`src/rtl/sram_arb_pkg.sv`:
```
// Shared types and default widths for the two-port SRAM request arbiter.
package sram_arb_pkg;
  localparam int DATA_WIDTH_DEF = 64;
  localparam int ADDR_WIDTH_DEF = 9;
  localparam int NUM_WMASKS_DEF = 8;

  typedef enum logic {
    ST_CLEAR = 1'b0,
    ST_RUN   = 1'b1
  } state_e;

  typedef struct packed {
    logic valid;
    logic idx;
  } tag_t;
endpackage

```
`src/rtl/rr_arb2.sv`:
```
// Two-way round-robin arbiter; the last-grant pointer moves only when a grant is taken.
module rr_arb2 (
  input  logic       clk,
  input  logic       rst,
  input  logic [1:0] valid,
  input  logic       advance,
  output logic [1:0] grant
);
  logic r_last;

  // On a tie the requester that was not granted last wins.
  always_comb begin
    grant = 2'b00;
    case (valid)
      2'b01:   grant = 2'b01;
      2'b10:   grant = 2'b10;
      2'b11:   grant = r_last ? 2'b01 : 2'b10;
      default: grant = 2'b00;
    endcase
  end

  always_ff @(posedge clk) begin
    if (rst) begin
      r_last <= 1'b1;
    end else if (advance && (grant != 2'b00)) begin
      r_last <= grant[1];
    end
  end
endmodule

```
`src/rtl/sram_rw_arbiter.sv`:
```
// Two-requester front end for a 1RW SRAM macro: zero-fill after reset, round-robin
// arbitration, registered macro command and tagged read-data return.
//
//   state    | meaning
//   ST_CLEAR | writing zeros to every word, requests held off
//   ST_RUN   | arbitrating and issuing one request per cycle
module sram_rw_arbiter
  import sram_arb_pkg::*;
#(
  parameter int DATA_WIDTH     = DATA_WIDTH_DEF,
  parameter int ADDR_WIDTH     = ADDR_WIDTH_DEF,
  parameter int NUM_WMASKS     = NUM_WMASKS_DEF,
  parameter int CLEAR_ON_RESET = 1
) (
  input  logic                    wb_clk_i,
  input  logic                    wb_rst_i,
  input  logic [1:0]              req_valid,
  output logic [1:0]              req_ready,
  input  logic [1:0]              req_we,
  input  logic [2*NUM_WMASKS-1:0] req_wmask,
  input  logic [2*ADDR_WIDTH-1:0] req_addr,
  input  logic [2*DATA_WIDTH-1:0] req_wdata,
  output logic [1:0]              rsp_valid,
  output logic [DATA_WIDTH-1:0]   rsp_rdata,
  output logic                    clear_busy,
  output logic                    sram_csb0,
  output logic                    sram_web0,
  output logic [NUM_WMASKS-1:0]   sram_wmask0,
  output logic [ADDR_WIDTH-1:0]   sram_addr0,
  output logic [DATA_WIDTH-1:0]   sram_din0,
  input  logic [DATA_WIDTH-1:0]   sram_dout0
);
  localparam logic [ADDR_WIDTH-1:0] LAST_ADDR = '1;

  state_e                r_state;
  logic [ADDR_WIDTH-1:0] r_clr_addr;
  tag_t                  r_tag1;
  tag_t                  r_tag2;
  logic [1:0]            w_grant;
  logic                  w_sel;
  logic                  w_hs;
  logic                  w_we;
  logic [NUM_WMASKS-1:0] w_wmask;
  logic [ADDR_WIDTH-1:0] w_addr;
  logic [DATA_WIDTH-1:0] w_wdata;

  rr_arb2 u_arb (
    .clk     (wb_clk_i),
    .rst     (wb_rst_i),
    .valid   (req_valid),
    .advance (w_hs),
    .grant   (w_grant)
  );

  assign req_ready = (r_state == ST_RUN) ? w_grant : 2'b00;
  assign w_sel     = w_grant[1];
  assign w_hs      = |(req_valid & req_ready);

  always_comb begin
    if (w_sel) begin
      w_we    = req_we[1];
      w_wmask = req_wmask[2*NUM_WMASKS-1:NUM_WMASKS];
      w_addr  = req_addr[2*ADDR_WIDTH-1:ADDR_WIDTH];
      w_wdata = req_wdata[2*DATA_WIDTH-1:DATA_WIDTH];
    end else begin
      w_we    = req_we[0];
      w_wmask = req_wmask[NUM_WMASKS-1:0];
      w_addr  = req_addr[ADDR_WIDTH-1:0];
      w_wdata = req_wdata[DATA_WIDTH-1:0];
    end
  end

  always_ff @(posedge wb_clk_i) begin
    if (wb_rst_i) begin
      r_state     <= (CLEAR_ON_RESET != 0) ? ST_CLEAR : ST_RUN;
      r_clr_addr  <= '0;
      clear_busy  <= (CLEAR_ON_RESET != 0);
      sram_csb0   <= 1'b1;
      sram_web0   <= 1'b1;
      sram_wmask0 <= '0;
      sram_addr0  <= '0;
      sram_din0   <= '0;
      r_tag1      <= '0;
      r_tag2      <= '0;
      rsp_valid   <= 2'b00;
      rsp_rdata   <= '0;
    end else begin
      // Macro output is only valid at the edge two cycles after the handshake.
      r_tag2    <= r_tag1;
      rsp_valid <= 2'b00;
      if (r_tag2.valid) begin
        rsp_rdata            <= sram_dout0;
        rsp_valid[r_tag2.idx] <= 1'b1;
      end

      if (r_state == ST_CLEAR) begin
        sram_csb0   <= 1'b0;
        sram_web0   <= 1'b0;
        sram_wmask0 <= '1;
        sram_addr0  <= r_clr_addr;
        sram_din0   <= '0;
        r_tag1      <= '0;
        r_clr_addr  <= r_clr_addr + 1'b1;
        if (r_clr_addr == LAST_ADDR) begin
          r_state    <= ST_RUN;
          clear_busy <= 1'b0;
        end
      end else begin
        r_tag1.valid <= w_hs && !w_we;
        r_tag1.idx   <= w_sel;
        if (w_hs) begin
          sram_csb0   <= 1'b0;
          sram_web0   <= !w_we;
          sram_wmask0 <= w_wmask;
          sram_addr0  <= w_addr;
          sram_din0   <= w_wdata;
        end else begin
          sram_csb0 <= 1'b1;
        end
      end
    end
  end
endmodule

```
`config.mk`:
```
export PLATFORM = sky130hd
export DESIGN_NAME = sram_rw_arbiter
export DESIGN_NICKNAME = d
export VERILOG_FILES = /design/src/rtl/sram_arb_pkg.sv /design/src/rtl/rr_arb2.sv /design/src/rtl/sram_rw_arbiter.sv
export SDC_FILE = /design/constraint.sdc
export NUM_CORES = 1
export LEC_CHECK = 0
export ABC_CLOCK_PERIOD_IN_PS = 3600
export CORE_AREA = 2 2 150 152
export DETAILED_ROUTE_END_ITERATION = 10
export DIE_AREA = 0 0 152 154
export PLACE_DENSITY = 0.69
export SLEW_MARGIN = 20
export SYNTH_ARGS = -nofsm -noshare
export SYNTH_HDL_FRONTEND = slang
export SYNTH_HIERARCHICAL = 1
export SYNTH_SLANG_ARGS = --single-unit
```
`constraint.sdc`:
```
create_clock -name wb_clk_i -period 3.6 [get_ports wb_clk_i]
set_clock_uncertainty 0.2 [all_clocks]
set_input_delay 0.36 -clock wb_clk_i [delete_from_list [all_inputs] [get_ports wb_clk_i]]
set_output_delay 0.36 -clock wb_clk_i [all_outputs]
set_load 0.02 [all_outputs]
```
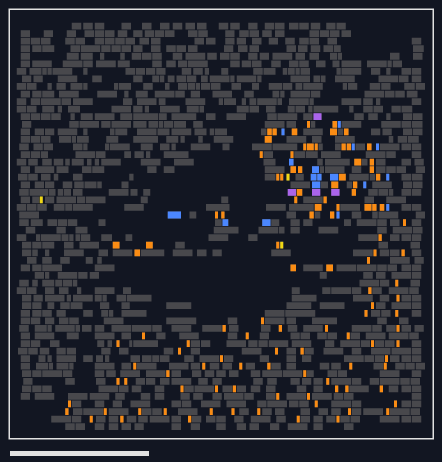
*Selected gate families*
Scale bar: 50 um.
- yellow: inverters (cells 3)
- blue: NAND gates (cells 17)
- purple: XOR/XNOR gates (cells 4; where east)
- orange: NOR gates (cells 110)
final cell count without fillers: 1334
top logic cell by instance count in the layout: clkdlybuf4s50_1
fraction of area in multi-input gates: 29.66%

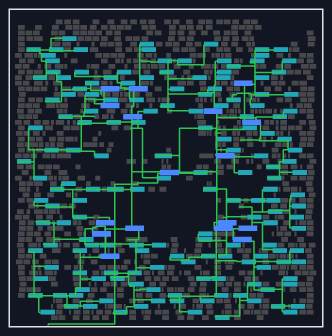
*Clock distribution*
- cyan: flip-flops (count 165)
- green: clock wires (length 2200 um)
- blue: cells driving clock nets (count 17)
- flops lie: widely spread
- routed clock nets: 18
clock latency on the worst-skew pair: 0.42 ns
Clock power frac: 44.5%
clock network power: 1.85 mW

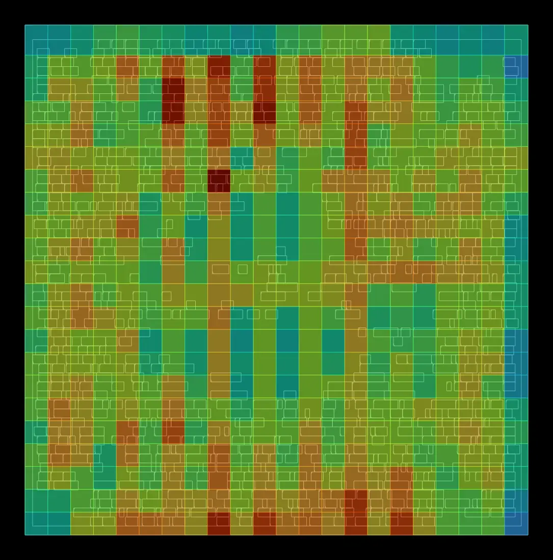
*Track usage over the die*
average wire length per cell after detail routing: 17.37 um
global-route met1 utilization: 22.72%
Most Used Layer, Global Route: met2

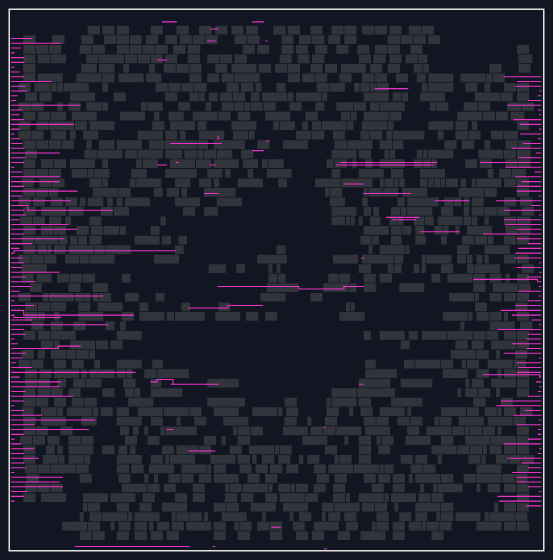
*The metal 3 layer*
Cells faint in the background.
- wire length on this layer: 1610 um
- main direction: horizontal
- share of all routed wire: 6.9%
met3 Resource Use GR: 5.609%
number of vias after detailed routing: 6445

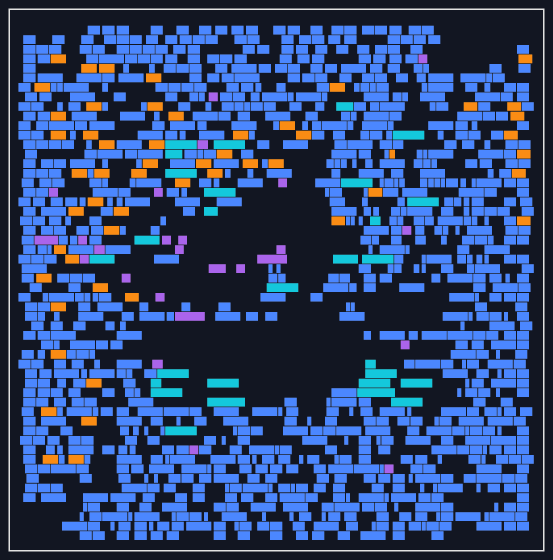
*Cell sizes after repair*
- cyan: drive 6 and up (cells 28; share 2.7%; most used clkbuf_16)
- purple: drive 3 to 4 (cells 25; share 2.4%; most used buf_4)
- orange: drive 2 (cells 54; share 5.1%; most used a211oi_2)
- blue: drive 1 or less (cells 947; share 90%; most used clkdlybuf4s50_1)
count of non-CTS buffers in the layout: 400
worst setup margin: 0.7990 ns
Layout area overhead: 64.97%

==> Table 3: Implementation characteristics <==
Summary of implementation characteristics

Parameter                              Value

Status
  Run status    complete, no violations

Synth
  Area fraction in full adders, half adders and majority gates    0.3512%
  And-or/or-and share of the synthesized area    between 15 and 20%
  Main flop type after synthesis    dfxtp_1
  Xor and xnor fraction of the mapped netlist area    less than 1%
  Library cells used by synthesis    38
  # Cells Yosys    a little under 700
  Simple share    a little under a tenth
  Largest combinational cell category by area    multiplexers
  Yosys Warn Count    6
  Number of register bits inferred by synthesis    between 150 and 200
  Fraction of the yosys area taken by sequential cells    46.36%

Drt
  Detailed-router iteration count before antenna repair    4
  Number of DRC violations after detailed-routing iteration 0    between 200 and 300
  Routed Antenna Nets    0
  Number of remaining DRC errors    0
  Final Routed Wirelength    around 23000 um
  Vias per inst    between 4 and 5

Power
  Post-route total power    4.169 mW
  Static leakage    between 3 and 4 nW
  Power per cell area    about 350 mW/mm^2
  IR Drop Worst-Case VDD    0.2600 mV

STA
  Hold Vio Cnt, Final    0
  Slew headroom    45.43%
  Max Clk Rate    ~360 MHz
  Number of pins with negative max-slew slack in the final report    0
  Final sum of negative setup slack    0 ns
  Period utilization    around 78%
  Setup violations, final    0
  Time the final worst path needs with I/O delays and setup    between 2 and 3 ns

Job
  Number of max-cap violations    0
  Tally of OpenROAD warnings    26

CTS
  CTS H-tree depth    4
  Root buffer selected by CTS    clkbuf_16
  Number of hold-repair buffers added at the cts stage    0
  Clock input transition at the sequential cells of the worst setup and hold paths    around 0.070 ns
  Number of clock sinks    165
  Total of cells resized after clock tree synthesis    0
  Clock tree from TritonCTS    built
  Total clock buffers created by CTS    17

Setup path
  Worst endpoint required time    slightly above 3 ns
  Depth of the most critical reg-to-reg path    6
  Highest net fanout along the worst path    5
  Endpoint of the most critical register-to-register path    sram_din0[41]$_SDFFE_PP0P_
  Cell repeated most along the worst path    clkdlybuf4s50_1
  Critical path start-end classification    input port to output port
  Startpoint type of the worst setup path    input port
  Type of destination of the critical path    output port
  Critical path data arrival time    2.24 ns
  Critical path's slowest cell    clkdlybuf4s50_1

Global route
  Total routing resource utilization after global routing    18.96%
  Overflow left after global routing    0
  Via count of the first global-routing pass    ~6400
  Antenna violations before repair    0
  Wire length of the first global-routing pass    about 36000 um

Placement
  Dpl cells    around 1300
  Placed standard-cell area    between 0.01 and 0.015 mm^2
  I/O Buffers    around 380

Floorplan
  Width of the die    roughly 150 um
  Core utilization at floorplan    between 30% and 40%
  Row count    54
  Area of the core region    0.02169 mm^2

Finish
  NumNets Final    1275
  # diodes    0
  Finished layout cell area    about 0.012 mm^2
  Fraction of final layout cells sized beyond drive strength 1    between 10% and 20%
[sequential cells by signal (all words and copies together), names as in the netlist]
name,flops
r_clr_addr,9
clear_busy,1
r_tag2,2
sram_din0,64
u_arb/r_last,1
r_tag1,2
sram_addr0,9
sram_wmask0,8
rsp_valid,2
sram_csb0,1
sram_web0,1
r_state,1
rsp_rdata,64
[metal layers]
| metal | GRT usage (%) | up-vias | wire length [um] |
|---|---|---|---|
| li1 | - | 3174 | - |
| met1 | 22.72 | 3006 | 9825 |
| met2 | 32.50 | 236 | 11270 |
| met3 | 5.609 | 29 | 1605 |
| met4 | 6.453 | 0 | 470 |
| met5 | 0 | - | 0 |
[critical path, delay by kind of cell]
family	cells	cell delay (ns)
AND-OR/OR-AND	1	0.44
buffers and inverters	2	1.21
AND/OR/NAND/NOR	1	0.24
[power breakdown]
group / total, mW / leakage (nW) / internal [mW] / switching [mW]
logic: 0.473 / 2.35 / 0.304 / 0.168
clock network: 1.85 / 0.286 / 1.07 / 0.782
registers: 1.84 / 1.33 / 1.83 / 0.00832
[cell type report]
| cell class | count | area, um^2 | share of cell area, % |
|---|---|---|---|
| timing repair buffer | 400 | 3996 | 34.00 |
| inverter | 3 | 11.26 | 0.09580 |
| clock buffer | 20 | 456.7 | 3.885 |
| sequential | 165 | 3311 | 28.16 |
| multi-input combinational | 454 | 3487 | 29.66 |
| clock inverter | 12 | 142.6 | 1.213 |
| tap | 280 | 350.3 | 2.980 |
[cell usage in the layout (no fill, tap or decap), types with 2 or more instances in the layout]
cell type / netlist / routed
dfxtp_1: 165 / 163
clkbuf_8: 0 / 2
nor2b_1: 5 / 5
nand4b_1: 3 / 3
inv_6: 0 / 3
a21o_1: 2 / 2
and2_1: 2 / 2
inv_1: 3 / 3
clkinvlp_4: 0 / 3
buf_4: 5 / 15
clkinv_4: 0 / 2
clkdlybuf4s50_1: 0 / 382
nor2_1: 77 / 77
a21oi_1: 74 / 74
mux2i_1: 147 / 147
dfxtp_4: 0 / 2
a211oi_1: 24 / 24
nand2_1: 8 / 8
mux2_2: 11 / 11
nor3b_1: 11 / 11
ha_1: 2 / 2
bufinv_16: 0 / 2
xor2_1: 3 / 3
nor3_1: 17 / 17
a211oi_2: 40 / 40
or3_1: 10 / 10
nand3_1: 2 / 2
buf_12: 0 / 3
clkbuf_16: 0 / 17
[worst max path at each step]
stage	depth (start not counted)	slack (ns)	to	start
2_1_floorplan	6	1.64	req_ready[1]	req_valid[1]
3_3_place_gp	6	0.82	sram_din0[48]$_SDFFE_PP0P_	req_valid[0]
3_5_place_dp	6	0.79	sram_din0[41]$_SDFFE_PP0P_	req_valid[0]
4_1_cts	4	0.81	req_ready[0]	req_valid[0]
5_1_grt	4	0.78	req_ready[0]	req_valid[0]
6_report	4	0.80	req_ready[0]	req_valid[0]
[synthesized netlist by cell type, types with 10 or more instances]
cell	number	share of area, %
a21oi_1	74	5.2
nor2_1	77	4.1
nor3_1	17	1.2
clkbuf_1	33	1.7
a211oi_1	24	2.5
a211oi_2	40	7.0
mux2i_1	147	21
dfxtp_1	165	46
or3_1	10	0.88
buf_2	20	1.4
nor3b_1	11	1.2
mux2_2	11	1.7
Power figures rest on the tool's default switching activity, not on a simulated workload.
